## src/rtl/bcd_serial_add_ctrl_pkg.sv

```systemverilog
// Shared constants for the serial BCD adder: FSM encoding and decimal digit limits.
package bcd_serial_add_ctrl_pkg;

  typedef enum logic [1:0] {
    S_IDLE = 2'd0,
    S_ADD  = 2'd1,
    S_DONE = 2'd2
  } state_t;

  localparam logic [3:0] BCD_MAX = 4'd9;
  localparam logic [3:0] BCD_ADJ = 4'd6;

endpackage

```

## src/rtl/bcd_serial_add_ctrl_digit_add.sv

```systemverilog
// Combinational single-digit BCD adder with decimal carry correction.
module bcd_digit_add
  import bcd_serial_add_ctrl_pkg::*;
(
  input  logic [3:0] a,
  input  logic [3:0] b,
  input  logic       ci,
  output logic [3:0] s,
  output logic       co
);

  logic [4:0] bin;
  logic [4:0] adj;

  always_comb begin
    bin = {1'b0, a} + {1'b0, b} + {4'd0, ci};
    adj = bin + {1'b0, BCD_ADJ};
    if (bin > {1'b0, BCD_MAX}) begin
      s  = adj[3:0];
      co = 1'b1;
    end else begin
      s  = bin[3:0];
      co = 1'b0;
    end
  end

endmodule

```

## src/rtl/bcd_serial_add_ctrl.sv

```systemverilog
// Multi-digit BCD adder sequencer: one digit per clock, LSD first, with
// start/busy/done handshake and a sticky non-BCD input flag.
module bcd_serial_add_ctrl
  import bcd_serial_add_ctrl_pkg::*;
#(
  parameter int DIGITS = 4
) (
  input  logic                  clk,
  input  logic                  rst_n,
  input  logic                  start,
  input  logic [4*DIGITS-1:0]   a,
  input  logic [4*DIGITS-1:0]   b,
  input  logic                  cin,
  output logic                  busy,
  output logic                  done,
  output logic [4*DIGITS-1:0]   sum,
  output logic                  cout,
  output logic                  err
);

  localparam int W     = 4 * DIGITS;
  localparam int CNT_W = (DIGITS > 1) ? $clog2(DIGITS) : 1;
  localparam logic [CNT_W-1:0] CNT_LAST = CNT_W'(DIGITS - 1);

  state_t           state;
  logic [CNT_W-1:0] cnt;
  logic             carry;
  logic [W-1:0]     a_sr;
  logic [W-1:0]     b_sr;
  logic [3:0]       dsum;
  logic             dco;
  logic [W-1:0]     sum_nxt;

  // True if any nibble of either operand lies outside 0..9.
  function automatic logic non_bcd(input logic [W-1:0] x, input logic [W-1:0] y);
    logic bad;
    bad = 1'b0;
    for (int i = 0; i < DIGITS; i++) begin
      if (x[4*i +: 4] > BCD_MAX || y[4*i +: 4] > BCD_MAX) bad = 1'b1;
    end
    return bad;
  endfunction

  bcd_digit_add u_digit (
    .a  (a_sr[3:0]),
    .b  (b_sr[3:0]),
    .ci (carry),
    .s  (dsum),
    .co (dco)
  );

  // New digit enters at the MSB end so that after DIGITS shifts digit 0 sits at sum[3:0].
  always_comb begin
    sum_nxt          = sum >> 4;
    sum_nxt[W-1 -: 4] = dsum;
  end

  always_ff @(posedge clk) begin
    if (!rst_n) begin
      state <= S_IDLE;
      cnt   <= '0;
      carry <= 1'b0;
      a_sr  <= '0;
      b_sr  <= '0;
      busy  <= 1'b0;
      done  <= 1'b0;
      sum   <= '0;
      cout  <= 1'b0;
      err   <= 1'b0;
    end else begin
      done <= 1'b0;
      case (state)
        S_IDLE, S_DONE: begin
          if (start) begin
            state <= S_ADD;
            busy  <= 1'b1;
            a_sr  <= a;
            b_sr  <= b;
            carry <= cin;
            cnt   <= '0;
            err   <= non_bcd(a, b);
            sum   <= '0;
            cout  <= 1'b0;
          end else begin
            state <= S_IDLE;
            busy  <= 1'b0;
          end
        end
        S_ADD: begin
          sum   <= sum_nxt;
          carry <= dco;
          a_sr  <= a_sr >> 4;
          b_sr  <= b_sr >> 4;
          cnt   <= cnt + 1'b1;
          if (cnt == CNT_LAST) begin
            state <= S_DONE;
            busy  <= 1'b0;
            done  <= 1'b1;
            cout  <= dco;
          end
        end
        default: begin
          state <= S_IDLE;
          busy  <= 1'b0;
        end
      endcase
    end
  end

endmodule

```

## config.mk

```make
export PLATFORM = sky130hd
export DESIGN_NAME = bcd_serial_add_ctrl
export DESIGN_NICKNAME = d
export VERILOG_FILES = /design/src/rtl/bcd_serial_add_ctrl_pkg.sv /design/src/rtl/bcd_serial_add_ctrl_digit_add.sv /design/src/rtl/bcd_serial_add_ctrl.sv
export SDC_FILE = /design/constraint.sdc
export NUM_CORES = 1
export LEC_CHECK = 0
export CAP_MARGIN = 5
export CORE_ASPECT_RATIO = 0.7
export CORE_MARGIN = 1.5
export CORE_UTILIZATION = 40
export DETAILED_ROUTE_END_ITERATION = 10
export PLACE_DENSITY = 0.65
export SLEW_MARGIN = 20
export SYNTH_ARGS = -nofsm -noshare
export SYNTH_HDL_FRONTEND = slang
export SYNTH_SLANG_ARGS = --single-unit
```

## constraint.sdc

```tcl
create_clock -name clk -period 6.1 [get_ports clk]
set_input_delay 1.83 -clock clk [delete_from_list [all_inputs] [get_ports clk]]
set_output_delay 1.83 -clock clk [all_outputs]
set_load 0.02 [all_outputs]
```

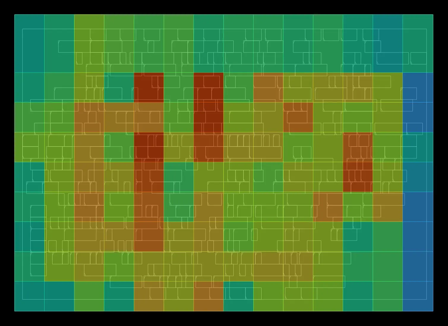
final_congestion.png
final core utilization: 54.9%
met3 capacity usage during global routing: 5.44%
grt met2 use: 27.7%

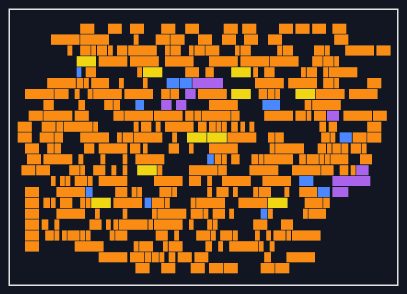
drive_strength.png
Scale: 4 px per um.
size	colour	cells	share	most used
drive 3 to 4	purple	8	2.4%	buf_4
drive 2	blue	12	3.6%	clkinv_2
drive 1 or less	orange	307	91%	dfxtp_1
drive 6 and up	yellow	10	3.0%	clkbuf_8

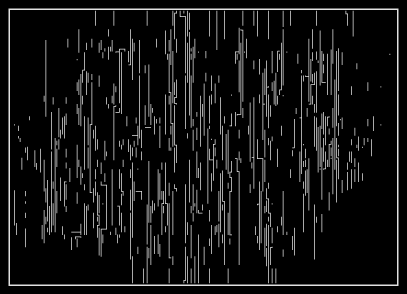
met2.png
Scale: 4 px per um.
share of all routed wire	43%
nets with wire on the layer	307

==> run_summary.xml <==
<?xml version="1.0" encoding="UTF-8"?>
<metrics>
  <group name="outcome">
    <metric name="outcome" unit="">completed</metric>
  </group>
  <group name="placed_design">
    <metric name="numPlacedInstances" unit="">397</metric>
    <metric name="gp_congestion" unit="">0.758</metric>
    <metric name="port_buffers" unit="">55</metric>
  </group>
  <group name="finish">
    <metric name="area_dominant_class" unit="">multi-input combinational cells</metric>
    <metric name="multiInputCombCellCount" unit="">204</metric>
    <metric name="inverter_count" unit="">3</metric>
    <metric name="final-seq-area" unit="mm2">0.00114</metric>
    <metric name="comb_share" unit="%">38.1</metric>
    <metric name="antenna_cells" unit="">0</metric>
    <metric name="numSequentialCells" unit="">57</metric>
    <metric name="nNetsFinal" unit="">376</metric>
    <metric name="bufAreaShareNonClock" unit="%">17.9</metric>
    <metric name="final-instance-count-excl-fill" unit="">412</metric>
    <metric name="syn_to_final_growth" unit="%">30.4</metric>
    <metric name="clock_area_share" unit="%">5.03</metric>
    <metric name="n_clock_buffer" unit="">11</metric>
    <metric name="logic_area" unit="mm2">0.00122</metric>
    <metric name="nNonClkBuffers" unit="">58</metric>
    <metric name="final_cell_mix" unit="">dfxtp_1, clkdlybuf4s50_1, nor2_1, nand2_1, a22oi_1</metric>
    <metric name="register_share_of_the_cell_area" unit="%">35.6</metric>
  </group>
  <group name="clock_network">
    <metric name="numCtsBuffers" unit="">9</metric>
    <metric name="cts_max_path_buffers" unit="">2</metric>
    <metric name="clock_latency" unit="ns">0.33</metric>
    <metric name="post_cts.repair.setup_buffers" unit="">0</metric>
    <metric name="cts_tree" unit="">yes</metric>
    <metric name="cts_resized" unit="">0</metric>
    <metric name="cts_htree_levels" unit="">3</metric>
  </group>
  <group name="pwr">
    <metric name="internal-power" unit="mW">0.634</metric>
    <metric name="relative_contribution_of_combinational_cells_to_total_power" unit="%">20.7</metric>
    <metric name="switching_share" unit="%">29.0</metric>
    <metric name="clock_power_share" unit="%">32.8</metric>
  </group>
  <group name="global_routing">
    <metric name="grt_antenna_before_repair" unit="">0</metric>
    <metric name="vias_in_the_first_global_route" unit="">2018</metric>
    <metric name="grt_pass1_wl" unit="um">9490</metric>
    <metric name="grt_start_max_net_pins" unit="">55</metric>
    <metric name="grt_util_all_layers" unit="%">18.5</metric>
  </group>
  <group name="timing">
    <metric name="finClkSkew" unit="ns">0.00799</metric>
    <metric name="setup_total_negative_slack" unit="ns">0</metric>
    <metric name="final_setup_violation_count" unit="">0</metric>
    <metric name="maxClockFrequency" unit="MHz">280</metric>
    <metric name="hold_ws" unit="ns">0.464</metric>
    <metric name="rsz0062_at_grt" unit="">no</metric>
    <metric name="finalHoldViolations" unit="">0</metric>
    <metric name="max_slew.worst_pin.slew" unit="ns">0.989</metric>
    <metric name="final_period_minus_worst_setup_slack" unit="ns">3.57</metric>
  </group>
  <group name="floorplanning">
    <metric name="die_y" unit="um">68.6</metric>
    <metric name="top_level_ports" unit="">56</metric>
    <metric name="initial_utilization" unit="%">42.1</metric>
    <metric name="die-area" unit="mm2">0.00664</metric>
    <metric name="floorplan.die.width" unit="um">96.7</metric>
  </group>
  <group name="yosys">
    <metric name="yosys.area.top_type_share" unit="%">46.4</metric>
    <metric name="synth_area_leader_cell" unit="">dfxtp_1</metric>
    <metric name="syn-cell-area" unit="mm2">0.00246</metric>
    <metric name="post_synthesis_sequential_area_ratio" unit="%">46.4</metric>
    <metric name="mappedNetlistNets" unit="">327</metric>
    <metric name="synth_cell_types" unit="">42</metric>
    <metric name="syn-instance-count" unit="">284</metric>
    <metric name="ys_seq_elements" unit="">57</metric>
    <metric name="synth-edff-count" unit="">0</metric>
    <metric name="yosys.stat.chipArea" unit="mm2">0.00246</metric>
    <metric name="ys_async_sr_fraction" unit="%">0</metric>
  </group>
  <group name="drt">
    <metric name="antenna_violating_nets_post_route" unit="">0</metric>
    <metric name="drt-pass1-iter-count" unit="">4</metric>
    <metric name="via_to_cell_ratio" unit="">5.40</metric>
    <metric name="detail_route.drc_violations" unit="">0</metric>
  </group>
  <group name="hold_path">
    <metric name="hold-path-cell-count" unit="">1</metric>
    <metric name="hold_path_end" unit="">busy$_SDFFE_PN0N_</metric>
  </group>
  <group name="worst_setup_path">
    <metric name="worst_setup_path_end_kind" unit="">flip-flop</metric>
    <metric name="worstReg2RegStart" unit="">carry$_SDFFE_PN0P_</metric>
    <metric name="regToRegEndpoint" unit="">sum[13]$_SDFFE_PN0P_</metric>
    <metric name="cp.buffers_inverters" unit="">2</metric>
    <metric name="critical_path_cell_count" unit="">6</metric>
    <metric name="worst_setup_path_start_kind" unit="">primary input</metric>
    <metric name="slowest_stage" unit="">nor2_2</metric>
    <metric name="crit_start" unit="">start</metric>
    <metric name="worst_path_dominant_cell_family" unit="">simple AND/OR/NAND/NOR gates</metric>
    <metric name="r2r_cells" unit="">9</metric>
    <metric name="required" unit="ns">6.35</metric>
  </group>
</metrics>
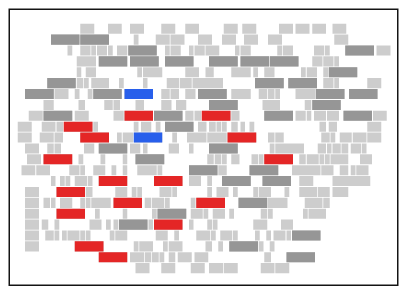
registers.png
Scale: 4 px per um.
name in the netlist	colour	sequential cells
state	blue	2
b_sr	red	16

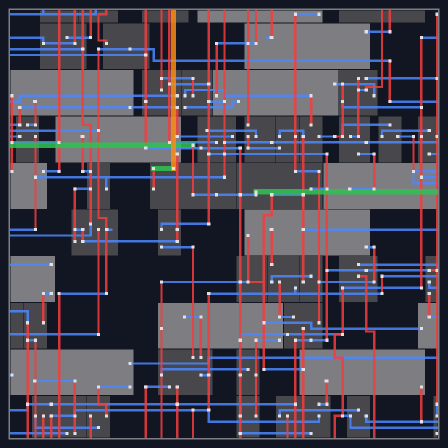
zoom.png
Window x 36 to 61, y 22 to 47 um. Cells in grey, sequential cells in the stronger grey; small squares are vias.
layer	colour
met2	red
met3	green
met1	blue
met4	orange
sequential cells in the window	9
cells with their middle in the window	40
most frequent	nor2_1 (9), dfxtp_1 (9), o22ai_1 (5)
netlist names of flops here include	a_sr (5), b_sr (3)

[flip-flops by register name, summed over array words and instances (netlist names)]
| name | cells |
|---|---|
| a_sr | 16 |
| b_sr | 16 |
| sum | 16 |
| cnt | 2 |
| state | 2 |
| busy | 1 |
| carry | 1 |
| cout | 1 |
| done | 1 |
| err | 1 |
[power by group through the flow]
stage / Combinational, mW / Sequential [mW] / Clock [mW]
finish: 0.184 / 0.415 / 0.293
global route: 0.203 / 0.418 / 0.321
CTS: 0.185 / 0.415 / 0.299
detailed placement: 0.184 / 0.423 / 0
global placement: 0.182 / 0.423 / 0
floorplan: 0.122 / 0.424 / 0
[cells by family (layout without fill, tap and decap cells)]
family          count (synthesis)  after routing  synth area share, %
xor+xnor                        2              2                0.712
simple gates                  121            121                 21.1
flops                          57             57                 46.4
fa+ha+maj                       7              7                 4.17
mux                             2              2                0.814
compound gates                 72             72                 22.7
buf+inv                        23             76                 4.17
[synth_stat cells (2+ instances only)]
| master | count |
|---|---|
| dfxtp_1 | 57 |
| fa_1 | 2 |
| clkbuf_1 | 8 |
| nor3_1 | 7 |
| a21oi_1 | 4 |
| ha_1 | 5 |
| mux2i_1 | 2 |
| a22oi_1 | 22 |
| nand3_1 | 3 |
| buf_2 | 9 |
| o22ai_1 | 7 |
| nand2_1 | 41 |
| nor2_1 | 54 |
| buf_1 | 3 |
| o21ai_0 | 10 |
| nand2b_1 | 3 |
| a311oi_1 | 18 |
| nand4_1 | 3 |
| nor2b_1 | 2 |
| and2_1 | 2 |
[per-layer routing]
metal	vias up	GRT usage [%]
li1	1119	-
met1	1046	25.1
met2	46	27.7
met3	12	5.44
met4	0	7.79
met5	-	0
Power figures rest on the tool's default switching activity, not on a simulated workload.
